--- src/rtl/lin_interp_pkg.sv ---
// lin_interp_pkg: shared state encoding, data width and sign-extension helper
package lin_interp_pkg;
  localparam int DATA_W = 32;
  typedef enum logic {IDLE, RAMP} state_t;
  function automatic logic signed [DATA_W:0] sext33(input logic [DATA_W-1:0] v);
    return {v[DATA_W-1], v};
  endfunction
endpackage

--- src/rtl/lin_interp_acc.sv ---
// lin_interp_acc: ramp accumulator, delta register and floor-scaled output slice
module lin_interp_acc
  import lin_interp_pkg::*;
#(
  parameter int K = 5
) (
  input  logic              i_clock,
  input  logic              i_RESET,
  input  logic              load,
  input  logic              add,
  input  logic [DATA_W-1:0] base,
  input  logic [DATA_W-1:0] target,
  output logic [DATA_W-1:0] o_data
);
  logic signed [DATA_W:0]     delta, delta_new;
  logic signed [DATA_W+K:0]   acc, acc_load;
  always_comb begin
    delta_new = sext33(target) - sext33(base);
    acc_load  = $signed({base[DATA_W-1], base, {K{1'b0}}}) + $signed({{K{delta_new[DATA_W]}}, delta_new});
    o_data    = acc[DATA_W+K-1:K];
  end
  // Arithmetic slice of acc floors toward -inf; step N lands exactly on target
  always_ff @(posedge i_clock or negedge i_RESET) begin
    if (!i_RESET) begin
      acc   <= '0;
      delta <= '0;
    end else if (load) begin
      acc   <= acc_load;
      delta <= delta_new;
    end else if (add) begin
      acc   <= acc + $signed({{K{delta[DATA_W]}}, delta});
    end
  end
endmodule

--- src/rtl/lin_interp.sv ---
// lin_interp: linear interpolating upsampler, 2^LOG2_STEPS ramp points per accepted sample
module lin_interp
  import lin_interp_pkg::*;
#(
  parameter int LOG2_STEPS = 5
) (
  input  logic              i_clock,
  input  logic              i_RESET,
  input  logic [DATA_W-1:0] i_data,
  input  logic              i_valid,
  output logic              o_ready,
  output logic [DATA_W-1:0] o_data,
  output logic              o_strobe,
  output logic              o_last
);
  localparam int K = LOG2_STEPS;
  localparam logic [K:0] N = {1'b1, {K{1'b0}}};
  state_t            state;
  logic [K:0]        cnt;
  logic [DATA_W-1:0] y_prev;
  logic              at_end, accept, adv;
  always_comb begin
    at_end   = state == RAMP && cnt == N;
    o_ready  = state == IDLE || at_end;
    accept   = i_valid && o_ready;
    adv      = state == RAMP && !at_end;
    o_strobe = state == RAMP;
    o_last   = at_end;
  end
  always_ff @(posedge i_clock or negedge i_RESET) begin
    if (!i_RESET) begin
      state  <= IDLE;
      cnt    <= '0;
      y_prev <= '0;
    end else if (accept) begin
      state  <= RAMP;
      cnt    <= (K+1)'(1);
      y_prev <= i_data;
    end else if (adv) begin
      cnt    <= cnt + 1'b1;
    end else if (at_end) begin
      state  <= IDLE;
    end
  end
  lin_interp_acc #(.K(K)) u_acc (
    .i_clock (i_clock),
    .i_RESET (i_RESET),
    .load    (accept),
    .add     (adv),
    .base    (y_prev),
    .target  (i_data),
    .o_data  (o_data)
  );
endmodule
--- config.mk ---
export PLATFORM = sky130hd
export DESIGN_NAME = lin_interp
export DESIGN_NICKNAME = d
export VERILOG_FILES = /design/src/rtl/lin_interp_pkg.sv /design/src/rtl/lin_interp_acc.sv /design/src/rtl/lin_interp.sv
export SDC_FILE = /design/constraint.sdc
export NUM_CORES = 1
export LEC_CHECK = 0
export CAP_MARGIN = 20
export CORE_ASPECT_RATIO = 0.6
export CORE_MARGIN = 1
export CORE_UTILIZATION = 45
export DETAILED_ROUTE_END_ITERATION = 10
export PLACE_DENSITY = 0.62
export SYNTH_ARGS = -nofsm -noshare
export SYNTH_HDL_FRONTEND = slang
export SYNTH_SLANG_ARGS = --single-unit
--- constraint.sdc ---
create_clock -name i_clock -period 5.6 [get_ports i_clock]
set_input_delay 0.84 -clock i_clock [delete_from_list [all_inputs] [get_ports i_clock]]
set_output_delay 0.84 -clock i_clock [all_outputs]
set_load 0.05 [all_outputs]
### Clock wires, drivers and flops, run 1

(2 px per µm)
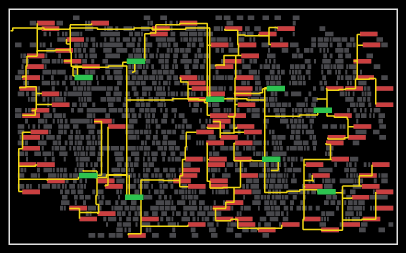
legend:
  yellow:
    item: clock wires
    length: 1740 µm
  green:
    item: clock drivers
    count: 9
  red:
    item: flip-flops
    count: 109
routed clock nets: 10
flops lie: all over the die

### Congestion heat map, run 1

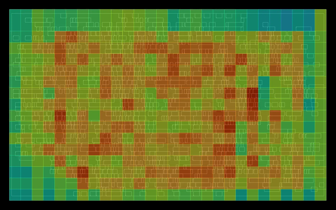
grt peak-use layer: met1
mean routed wirelength per cell: 17.9 µm
GR Util met1: 0.427
final core utilization: 0.551

### Zoomed window, run 1

Region (135, 19) to (155, 39) µm. Cells in grey, sequential cells in the stronger grey; small squares are vias.
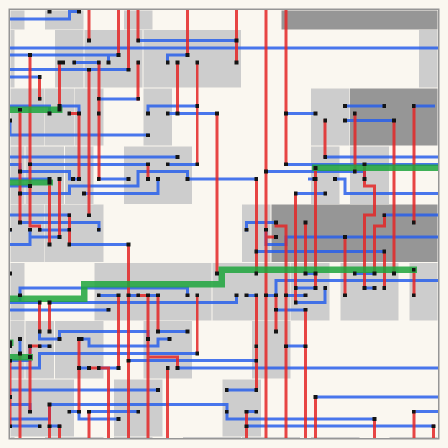
legend:
  red:
    layer: metal 2
  blue:
    layer: metal 1
  green:
    layer: metal 3
netlist names of flops here include: u_acc.delta (1)
cells with their middle in the window: 28
most frequent: nand2_1 (6), a21oi_1 (3)
sequential cells in the window: 1

==> flow_metrics.py, run 1 <==
# Synthesis and PnR figures
metrics = {
    "routing": {
        "vias": 8917,
        "drc_errors": 0,
        "drt_iter0_markers": 640,
    },
    "worst_setup_path": {
        "cpMaxStageDelayCell": "clkdlybuf4s50_1",
        "path_depth": 25,
        "start_kind": "primary input",
        "crit_start": "i_data[0]",
    },
    "worst_hold_path": {
        "hold_end": "u_acc.delta[5]",
        "min_path_cells": 2,
    },
    "final_timing": {
        "whs_ns": 0.492,
        "worst_pin_slew_ns": 0.941,
    },
    "die": {
        "dieHeight_um": 117,
        "core_area_um2": 21200,
        "fp-row-count": 41,
    },
    "placement": {
        "gp_congestion": 0.921,
        "placed_area_um2": 11200,
        "dp_cells": 1562,
    },
    "synthesis": {
        "ys.flop_type": "dfrtp_1",
        "synth_seq_share": 0.276,
        "top_cells_by_area": "dfrtp_1 (28%), ha_1 (13%), nand2_1 (6.5%)",
    },
    "layout": {
        "finalInstanceArea_um2": 11700,
    },
    "outcome": {
        "status": "complete, no violations",
    },
    "global_route": {
        "grt_antenna_before_repair": 0,
    },
    "clock_tree": {
        "cts_tree": "built",
    },
}
## run 1: layer usage
layer  GRT usage  part of all wire  vias to the layer above
met5           0                 0                        -
met4      0.0379            0.0053                        0
met3      0.0583             0.068                       11
met2       0.329              0.36                      252
met1       0.427              0.57                     4209
li1            -                 -                     4445
## run 1: area by class of cell
cell class                 instances  area [µm²]  share of cell area
inverter                          67         251              0.0215
multi-input combinational        944        6640               0.568
clock buffer                      10         239              0.0204
sequential                       109        2730               0.233
tap                              279         349              0.0299
clock inverter                     6        45.0             0.00385
timing repair buffer             168        1440               0.123
## run 1: cell usage in the layout (no fill, tap or decap), types with 4 or more instances in the layout
cell type,instances
a211o_1,4
clkdlybuf4s50_1,67
nor3_1,9
and3_1,12
dfrtp_1,109
xor2_1,27
nand3_1,21
nand2_1,172
o21bai_1,13
a21o_1,52
o21ai_1,20
o21ai_0,80
o21ai_2,5
nand4_1,17
nor2_1,64
a21oi_1,106
o21a_1,11
a31oi_1,6
a21oi_2,6
nor4_1,4
o211ai_1,12
nand2b_1,9
ha_1,100
xnor2_1,53
inv_1,63
buf_4,99
mux2i_1,20
nor2b_1,11
a211oi_1,8
mux2_2,10
clkbuf_16,9
## run 1: flip-flops by register name, indices dropped and copies added (netlist names)
register     flops
cnt              6
o_strobe         1
u_acc.acc       37
u_acc.delta     33
y_prev          32
## run 1: worst min-delay path: stages, from the launching register on
cell,delay (ns)
dfrtp_1,0.36
nand2_1,0.05
nand2_1,0.05
### Signal wires by layer, run 1

(2 px per µm)
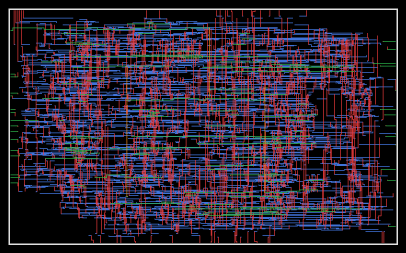

==> run 1 -> run 2 <==
REMOVE_ABC_BUFFERS = 1   (was default)
### Signal wires by layer, run 2

(2 px per µm)
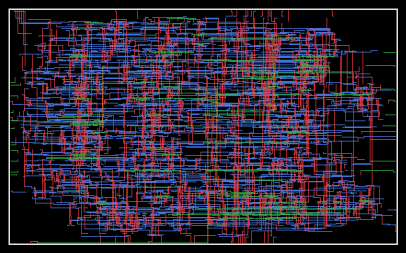
legend:
  green:
    layer: metal 3
    wire_length: 2160 µm
  orange:
    layer: metal 4
    wire_length: 176 µm
  blue:
    layer: metal 1
    wire_length: 15800 µm
  red:
    layer: metal 2
    wire_length: 9610 µm

==> flow_metrics.py, run 2 <==
# Synthesis and PnR figures
metrics = {
    "routing": {
        "drt_iter0_markers": 856,
        "wirelength_met1_mm": 15.8,
        "wl_met3_mm": 2.16,
        "wire_per_inst_um": 17.8,
        "top_layer_used": "met4",
        "drc_errors": 2,
        "vias": 8817,
        "wl_met2_mm": 9.61,
    },
    "die": {
        "fp-row-count": 41,
        "dieHeight_um": 117,
        "die_area_um2": 22600,
    },
    "global_route": {
        "grt_pass1_wl_mm": 44.8,
        "grtUsageMet2": 0.320,
        "grt_antenna_before_repair": 1,
        "grt_pass1_vias": 7938,
        "met1_usage": 0.431,
        "met3_usage": 0.0436,
    },
    "layout": {
        "top_register": "u_acc.acc",
        "lay_top_count": "nand2_1",
        "largest_reg_flops": 37,
        "reg_top3": "u_acc.acc: 37 flops, u_acc.delta: 33 flops, y_prev: 32 flops",
        "layout_top_cells": "nand2_1 (172), dfrtp_1 (109), a21oi_1 (106)",
        "finalInstanceArea_um2": 11500,
    },
    "placement": {
        "dp_cells": 1542,
        "gp_congestion": 0.925,
    },
    "clock_tree": {
        "cts_tree": "built",
    },
    "synthesis": {
        "synthesis.area_um2": 9870,
        "top_cells_by_area": "dfrtp_1 (28%), ha_1 (13%), nand2_1 (6.5%)",
        "ys.flop_type": "dfrtp_1",
    },
    "worst_setup_path": {
        "crit_start": "i_data[0]",
        "cpMaxStageDelayCell": "fa_2",
        "start_kind": "primary input",
    },
    "outcome": {
        "status": "complete, but fails checks",
        "violations": "DRC",
    },
    "final_timing": {
        "whs_ns": 0.487,
    },
}
### Signal wires on met4, run 2

(2 px per µm) Cells faint in the background.
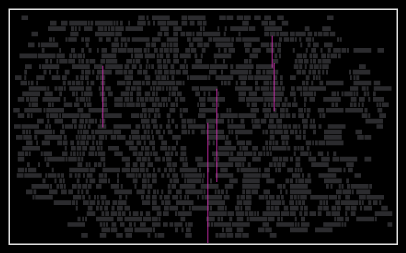
share of all routed wire: 0.63%
main direction: vertical
longest straight run: 59.8 µm
nets with wire on the layer: 4
wire length on this layer: 176 µm

==> run 2: timing repair <==
action                                  4_1_cts  5_1_grt
setup buffers                                 0        3
endpoints found under the setup margin        0       10
resized                                       0       20
==> run 2: path summary, 6_finish.rpt <==
kind,to,slack (ns),depth (start not counted)
setup / recovery,u_acc.acc[35],0.23,25
min in group asynchronous,u_acc.delta[1],0.59,1
max in group asynchronous,y_prev[24],3.82,2
setup reg to reg,u_acc.acc[35],0.76,23
hold / removal,u_acc.delta[4],0.49,2
hold reg to reg,u_acc.delta[4],0.49,2
==> run 2: area by class of cell <==
| type | count | area (µm²) | area share |
|---|---|---|---|
| sequential | 109 | 2730 | 0.236 |
| clock inverter | 7 | 106 | 0.00922 |
| timing repair buffer | 146 | 1290 | 0.111 |
| inverter | 67 | 251 | 0.0218 |
| clock buffer | 9 | 225 | 0.0195 |
| tap | 279 | 349 | 0.0302 |
| multi-input combinational | 944 | 6600 | 0.571 |
==> run 2: through the flow <==
step | setup TNS (ns) | util
after floorplan | 0 | -
after global placement | -0.0261 | 0.523
after global routing | 0 | 0.543
after detailed placement | -0.330 | 0.523
after CTS | 0 | 0.538
final | 0 | 0.543
==> run 2: cells by family after synthesis <==
| group | after synthesis |
|---|---|
| adder cells (fa/ha/maj) | 105 |
| XOR/XNOR | 85 |
| buffers and inverters | 142 |
| flip-flops | 109 |
| AND-OR/OR-AND | 384 |
| AND/OR/NAND/NOR | 338 |
| multiplexers | 32 |
==> run 2: worst min-delay path, stage by stage, from the launching register on <==
cell     delay [ns]
dfrtp_1        0.35
nand2_1        0.05
nand2_1        0.06
==> run 2 -> run 3 <==
CORE_ASPECT_RATIO = 1.4   (was 0.6)
### Congestion heat map, run 3

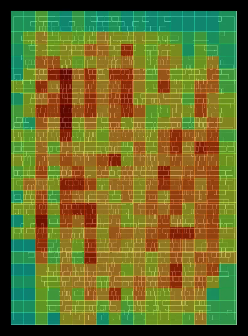
Overall Global Routing Usage: 0.256
GR Util met1: 0.287
grt peak-use layer: met2
grt met2 use: 0.499
final core utilization: 0.555

==> flow_metrics.py, run 3 <==
# Synthesis and PnR figures
metrics = {
    "routing": {
        "drt_iter0_markers": 359,
        "top_layer_used": "met4",
        "wirelength_met1_mm": 11.3,
        "drc_errors": 0,
        "wl_met2_mm": 14.8,
    },
    "worst_setup_path": {
        "crit_start": "i_data[5]",
        "cpMaxStageDelayCell": "nor4_1",
        "start_kind": "primary input",
    },
    "clock_tree": {
        "cts_tree": "built",
    },
    "synthesis": {
        "top_cells_by_area": "dfrtp_1 (28%), ha_1 (13%), nand2_1 (6.5%)",
        "synth_seq_share": 0.276,
        "synthesis.area_um2": 9870,
    },
    "die": {
        "fp-row-count": 63,
        "core_area_um2": 21400,
        "dieHeight_um": 177,
    },
    "global_route": {
        "grt_antenna_before_repair": 0,
        "grt_pass1_vias": 8979,
    },
    "outcome": {
        "status": "complete, no violations",
    },
    "layout": {
        "layout_top_cells": "nand2_1 (172), buf_4 (112), dfrtp_1 (109)",
        "lay_top_count": "nand2_1",
        "reg_top3": "u_acc.acc: 37 flops, u_acc.delta: 33 flops, y_prev: 32 flops",
    },
}
### Signal wires on met4, run 3

(2 px per µm) Cells faint in the background.
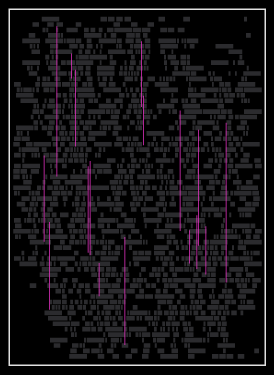
main direction: vertical
share of all routed wire: 2.5%
wire length on this layer: 692 µm

==> run 3: cell counts after synthesis <==
Identical to the previous run, type by type.
==> run 3: routing by layer <==
layer,global-route usage,vias up
met5,0,-
met4,0.0818,0
met3,0.0269,37
met2,0.499,128
met1,0.287,4279
li1,-,4482
==> run 3: kinds of logic after synthesis <==
logic type	count (synthesis)	synth area share
compound gates	384	0.261
simple gates	338	0.152
buf+inv	142	0.0663
flops	109	0.276
fa+ha+maj	105	0.135
xor+xnor	85	0.0762
mux	32	0.0340
==> run 3: stage by stage <==
stage,util,hold WS (ns),area [µm²],setup TNS (ns)
after CTS,0.546,0.489,11700,0
after floorplan,-,0.450,9470,0
after global placement,0.533,0.463,11400,-1.14
after global routing,0.555,0.529,11800,-0.110
after detailed placement,0.533,0.469,11400,-1.52
final,0.555,0.486,11800,0
==> run 3: cell type report <==
type,instances,area (µm²)
multi-input combinational,944,6680
timing repair buffer,181,1540
clock buffer,11,243
clock inverter,5,42.5
fill,2069,9520
tap,292,365
sequential,109,2730
inverter,67,251
==> run 3: worst min path at each step <==
| stage | cells past startpoint | startpoint | end | slack [ns] |
|---|---|---|---|---|
| floorplan | 2 | u_acc.delta[3] | u_acc.delta[3] | 0.45 |
| global placement | 2 | u_acc.delta[3] | u_acc.delta[3] | 0.46 |
| detailed placement | 2 | u_acc.delta[8] | u_acc.delta[8] | 0.47 |
| CTS | 2 | u_acc.delta[8] | u_acc.delta[8] | 0.49 |
| global route | 2 | u_acc.delta[9] | u_acc.delta[9] | 0.53 |
| finish | 2 | u_acc.delta[3] | u_acc.delta[3] | 0.49 |
==> run 3: what timing repair did <==
item,4_1_cts,5_1_grt
buffers inserted,0,2
resized,0,34
endpoints found under the setup margin,0,7
hold buffers,0,0
